[config.mk]
export PLATFORM = sky130hd
export DESIGN_NAME = dmem_responder
export DESIGN_NICKNAME = d
export VERILOG_FILES = /design/src/rtl/dmem_responder.sv
export SDC_FILE = /design/constraint.sdc
export NUM_CORES = 2
export LEC_CHECK = 0
export CORE_ASPECT_RATIO = 0.9
export CORE_MARGIN = 2
export CORE_UTILIZATION = 35
export DETAILED_ROUTE_END_ITERATION = 10
export HOLD_SLACK_MARGIN = 0.02
export SYNTH_ARGS = -nofsm -noshare
export SYNTH_HDL_FRONTEND = slang
export SYNTH_SLANG_ARGS = --single-unit
[constraint.sdc]
create_clock -name clk -period 7.3 [get_ports clk]
set_input_delay 2.19 -clock clk [delete_from_list [all_inputs] [get_ports clk]]
set_output_delay 2.19 -clock clk [all_outputs]
set_load 0.02 [all_outputs]
[src/rtl/dmem_responder.sv]
// dmem_responder: MEM-stage data-memory responder for the 16-bit core.
// Handles word stores, word loads and byte loads (zero or sign extended).
// The backing array has a fixed access latency. mem_stall holds the
// pipeline until the access completes.
// Optional build macro: DMEM_MISALIGN_CHECK_EN. When it is defined, a word
// access with addr[0] = 1 is rejected and flagged on misalign_err.
module dmem_responder #(
    parameter int DATA_W      = 16,
    parameter int ADDR_W      = 16,
    parameter int DEPTH_WORDS = 256,
    parameter int LATENCY     = 2
) (
    input  logic              clk,
    input  logic              reset,
    input  logic              MemRd,
    input  logic              MemWr,
    input  logic              ByteAcc,
    input  logic              SignExtendMemData,
    input  logic [ADDR_W-1:0] addr,
    input  logic [DATA_W-1:0] wdata,
    output logic [DATA_W-1:0] rdata,
    output logic              rvalid,
    output logic              mem_stall,
    output logic              misalign_err
);

    localparam int IDX_W = $clog2(DEPTH_WORDS);

    typedef enum logic [1:0] {
        IDLE = 2'd0,
        BUSY = 2'd1,
        DONE = 2'd2
    } state_t;

    state_t            state_q, state_d;
    logic [3:0]        cnt_q, cnt_d;
    logic [DATA_W-1:0] rdata_q, rdata_d;
    logic              rvalid_q, rvalid_d;
    logic              err_q, err_d;
    logic              op_rd_q, op_rd_d;
    logic              op_wr_q, op_wr_d;
    logic              byte_q, byte_d;
    logic              sext_q, sext_d;
    logic [ADDR_W-1:0] addr_q, addr_d;
    logic [DATA_W-1:0] wdata_q, wdata_d;

    logic [DATA_W-1:0] mem [DEPTH_WORDS];

    logic              cur_rd, cur_wr, cur_byte, cur_sext;
    logic [ADDR_W-1:0] cur_addr;
    logic [DATA_W-1:0] cur_wdata;
    logic [IDX_W-1:0]  cur_idx;
    logic [DATA_W-1:0] cur_word;
    logic [7:0]        cur_lane;
    logic              cur_bad;
    logic              stall_c;
    logic              enter_done;
    logic              mem_we;
    logic              unused_addr_bits;

    // In the accept cycle the operation comes straight from the inputs;
    // after that it comes from the copy latched at accept.
    always_comb begin
        if (state_q == IDLE) begin
            cur_rd    = MemRd;
            cur_wr    = MemWr;
            cur_byte  = ByteAcc;
            cur_sext  = SignExtendMemData;
            cur_addr  = addr;
            cur_wdata = wdata;
        end else begin
            cur_rd    = op_rd_q;
            cur_wr    = op_wr_q;
            cur_byte  = byte_q;
            cur_sext  = sext_q;
            cur_addr  = addr_q;
            cur_wdata = wdata_q;
        end
    end

    // Index drops addr[0] and the upper address bits, so word accesses are
    // forced aligned and out-of-range addresses wrap.
    assign cur_idx          = cur_addr[IDX_W:1];
    assign cur_word         = mem[cur_idx];
    assign cur_lane         = cur_addr[0] ? cur_word[15:8] : cur_word[7:0];
    assign unused_addr_bits = ^cur_addr[ADDR_W-1:IDX_W+1];

`ifdef DMEM_MISALIGN_CHECK_EN
    // A store is always a word access. A load is a word access unless ByteAcc is set.
    assign cur_bad = (cur_wr | ~cur_byte) & cur_addr[0];
`else
    assign cur_bad = 1'b0;
`endif

    // Next state, the latency counter, and the result that is captured on
    // the edge into DONE.
    always_comb begin
        state_d    = state_q;
        cnt_d      = cnt_q;
        rdata_d    = rdata_q;
        rvalid_d   = 1'b0;
        err_d      = 1'b0;
        op_rd_d    = op_rd_q;
        op_wr_d    = op_wr_q;
        byte_d     = byte_q;
        sext_d     = sext_q;
        addr_d     = addr_q;
        wdata_d    = wdata_q;
        stall_c    = 1'b0;
        enter_done = 1'b0;
        mem_we     = 1'b0;

        case (state_q)
            IDLE: begin
                if (MemRd || MemWr) begin
                    op_rd_d = MemRd;
                    op_wr_d = MemWr;
                    byte_d  = ByteAcc;
                    sext_d  = SignExtendMemData;
                    addr_d  = addr;
                    wdata_d = wdata;
                    cnt_d   = 4'(LATENCY - 1);
                    stall_c = 1'b1;
                    if (LATENCY > 1) begin
                        state_d = BUSY;
                    end else begin
                        state_d    = DONE;
                        enter_done = 1'b1;
                    end
                end
            end
            BUSY: begin
                stall_c = 1'b1;
                cnt_d   = cnt_q - 4'd1;
                if (cnt_q == 4'd1) begin
                    state_d    = DONE;
                    enter_done = 1'b1;
                end
            end
            DONE: begin
                // Request inputs still belong to this instruction; ignore them.
                state_d = IDLE;
            end
            default: begin
                state_d = IDLE;
            end
        endcase

        if (enter_done) begin
            // If MemRd and MemWr are both set, the access is a write and is flagged.
            err_d = (cur_rd & cur_wr) | cur_bad;
            if (cur_wr) begin
                mem_we = ~cur_bad & reset;
            end else begin
                rvalid_d = 1'b1;
                if (cur_bad) begin
                    rdata_d = '0;
                end else if (cur_byte) begin
                    rdata_d = {{(DATA_W-8){cur_sext & cur_lane[7]}}, cur_lane};
                end else begin
                    rdata_d = cur_word;
                end
            end
        end
    end

    // Control state and output registers. A synchronous reset aborts any
    // access in flight.
    always_ff @(posedge clk) begin
        if (!reset) begin
            state_q  <= IDLE;
            cnt_q    <= '0;
            rdata_q  <= '0;
            rvalid_q <= 1'b0;
            err_q    <= 1'b0;
            op_rd_q  <= 1'b0;
            op_wr_q  <= 1'b0;
        end else begin
            state_q  <= state_d;
            cnt_q    <= cnt_d;
            rdata_q  <= rdata_d;
            rvalid_q <= rvalid_d;
            err_q    <= err_d;
            op_rd_q  <= op_rd_d;
            op_wr_q  <= op_wr_d;
        end
    end

    // Request operands latched at accept. This is data only, so it has no reset.
    always_ff @(posedge clk) begin
        byte_q  <= byte_d;
        sext_q  <= sext_d;
        addr_q  <= addr_d;
        wdata_q <= wdata_d;
    end

    // Array write commits on the edge into DONE.
    always_ff @(posedge clk) begin
        if (mem_we) begin
            mem[cur_idx] <= cur_wdata;
        end
    end

    // While reset is held, no stall is raised, even if a request is present.
    assign mem_stall    = stall_c & reset;
    assign rdata        = rdata_q;
    assign rvalid       = rvalid_q;
    assign misalign_err = err_q;

endmodule

clock_map.png
Scale bar: 200 um.
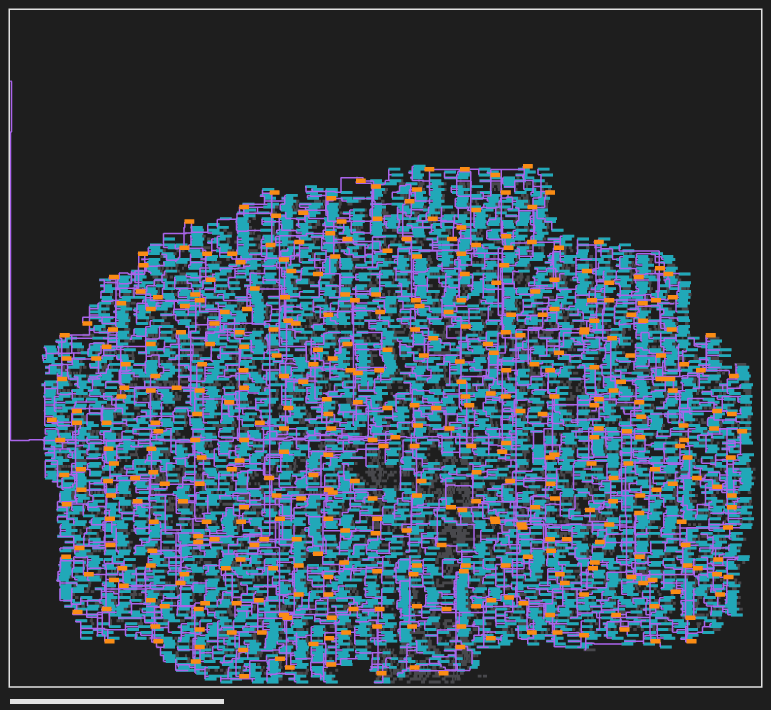
flip-flops -> cyan  # count 4,149
clock wires -> purple  # length 44.5 mm
cells driving clock nets -> orange  # count 391
routed clock nets = 392
Clock group: 20.0 mW
Worst-Skew Late Latency: 0.93 ns

met4.png
Supply wires on this layer in grey.
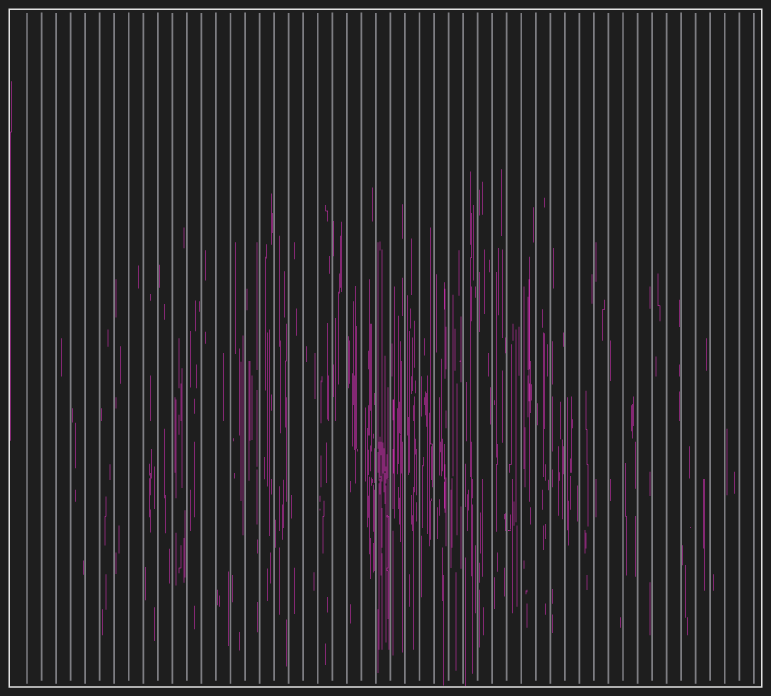
share of all routed wire = 4.2%
main direction = vertical
nets with wire on the layer = 250
Vias: 90,855
final wirelength: 468 mm

==> qor.csv <==
metric,value,unit
CTS tree,yes,
Remaining DRCs,0,
CTS max path bufs,4,
fp_density,35.1,%
cell area after placement,0.165,mm^2
Main synth FF type,edfxtp_1,
Worst Path Max Fanout,42,
Final Hold Vio Count,0,
P_int,39.9,mW
first-pass GRT wire length,655,mm
arrival time worst endpoint,7.23,ns
FP Rows,230,
Sw Pwr,13.2,mW
tool warnings,87,
Gate Count Post-Synth,8663,
CORE AREA,0.436,mm^2
# Post-CTS Setup Buffers,0,
Worst Setup End Kind,flip-flop,
Setup Viol. Count Final,0,
Yosys chip area,0.153,mm^2
DR iter-0 viols,14064,
pwr dens,299,mW/mm^2
status,completed,
CTS resizes,0,
synth unique cells,57,
share of layout cells above drive strength 1,16.2,%
flip-flop and latch area,0.124,mm^2
initial antenna violation count,27,
Reg power frac,51.0,%
Die ar.,0.443,mm^2
cells in synth_stat.txt,8663,
placed cell count,14634,
Power Total,53.1,mW
Startpoint Class,input port,
design area,0.178,mm^2
CP Class,in -> reg,
registers.png
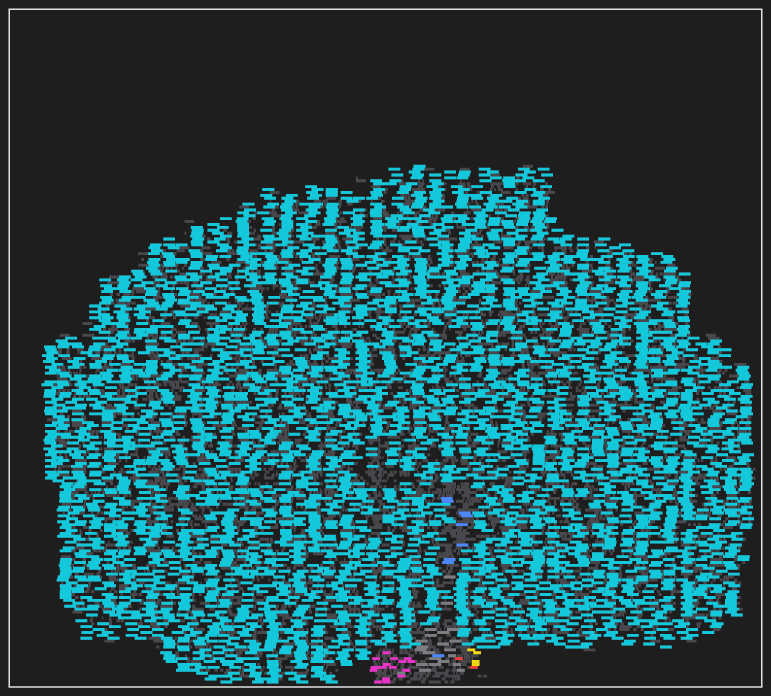
mem -> cyan  # sequential cells 4,096
cnt_q -> yellow  # sequential cells 4
addr_q -> blue  # sequential cells 9, where south
state_q -> red  # sequential cells 2
rdata -> magenta  # sequential cells 16, where south

final_clocks.png
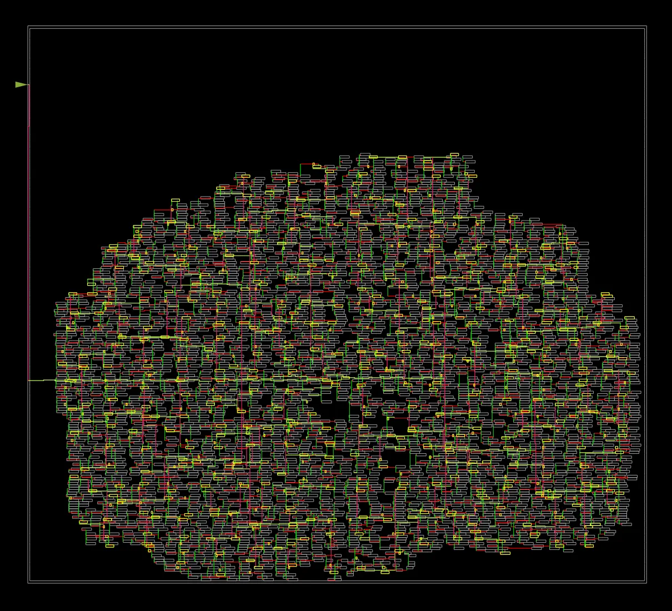
total CTS buffers: 391
Clock Sinks: 4,149
CLK BUF: 468
flip-flops: 4,149
Layout Skew: 0.0683 ns

-- Yosys cell counts, drive strengths merged, types with 8 or more instances --
cell       n  share of area [%]
a21boi     8              0.039
a21oi    700                2.3
a221oi   213                1.2
a22o     212                1.2
a22oi   1369                6.7
a41oi     44               0.25
buf      496                1.9
clkbuf   141               0.35
dfxtp     26               0.34
edfxtp  4123                 81
inv        9              0.022
nand2    107               0.26
nand2b    10              0.041
nand3     21              0.069
nand4     20              0.082
nor2     293               0.73
nor4      91               0.37
o21a      12              0.059
o21ai    215               0.72
o22ai    400                1.6
o41ai     97               0.56
-- cells by family after synthesis --
logic type	share of synthesized area (%)
AND-OR/OR-AND	14.8
adder cells (fa/ha/maj)	0.0163
buffers and inverters	2.23
flip-flops	81.2
multiplexers	0.0196
AND/OR/NAND/NOR	1.67
-- through the flow --
step	util [%]	hold WS [ns]	setup slack [ns]
after floorplan	-	0.432	1.19
after global placement	37.9	0.457	0.0885
after detailed placement	37.9	0.447	0.0887
after CTS	40.7	0.458	1.08
after global routing	40.7	0.484	1.04
final	40.8	0.456	0.866
-- final timing paths --
| path | startpoint | endpoint | slack (ns) | cells after the start |
|---|---|---|---|---|
| setup / recovery | addr[4] | rdata[10] | 0.87 | 13 |
| hold / removal | rdata[4] | rdata[4] | 0.46 | 2 |
| setup reg to reg | state_q[0] | rdata[10] | 1.51 | 14 |
| hold reg to reg | rdata[4] | rdata[4] | 0.46 | 2 |
-- power groups by stage --
stage	registers [mW]	clock network [mW]	logic [mW]
after floorplan	27.9	0	3.02
after global placement	27.6	0	5.76
after detailed placement	27.6	0	5.88
after CTS	27.1	20.2	5.89
after global routing	27.1	21.1	6.26
final	27.1	20.0	6.03
-- sequential cells by signal (all words and copies together) (netlist names) --
register / cells
addr_q: 9
byte_q: 1
cnt_q: 4
mem: 4096
misalign_err: 1
op_rd_q: 1
op_wr_q: 1
rdata: 16
rvalid: 1
sext_q: 1
state_q: 2
wdata_q: 16
-- critical path: stages --
cell and delay [ns]:
clkdlybuf4s50_1 0.68, inv_1 0.12, nand3_1 0.19, o21a_4 0.45, buf_12 0.37, buf_4 0.28, a21oi_1 0.10, nor4_1 0.99
o22ai_1 0.31, o21ai_0 0.74, nand3_1 0.44, a21oi_1 0.26, a21oi_1 0.09
-- placed cells by master, fill, tap and decap left out, types with 86 or more instances in the layout --
master,synthesis,routed
edfxtp_1,4123,4123
a22oi_1,1368,1368
a21oi_1,700,700
buf_4,129,669
o22ai_1,400,400
clkbuf_16,0,398
a221oi_1,213,213
a22o_1,212,212
o21ai_0,199,195
nor2_2,0,170
nor2_1,292,122
clkinv_1,0,93
buf_12,0,88
nor4_1,91,86
-- routing by layer --
layer,track usage (%),vias to the layer above,wire [um]
met5,0.446,-,319
met4,7.87,8,19500
met3,4.97,894,55200
met2,31.1,5737,211000
met1,28.1,46712,182000
li1,-,37504,-
-- cell type report --
type	count	share of cell area [%]
Timing Repair Buffer	808	4.13
Antenna cell	14	0.0197
Clock inverter	236	1.23
Sequential cell	4149	70.0
Multi-Input combinational cell	3868	14.7
Clock buffer	468	5.76
Inverter	9	0.0190
Tap cell	5800	4.09
Power and IR drop assume default switching activity.
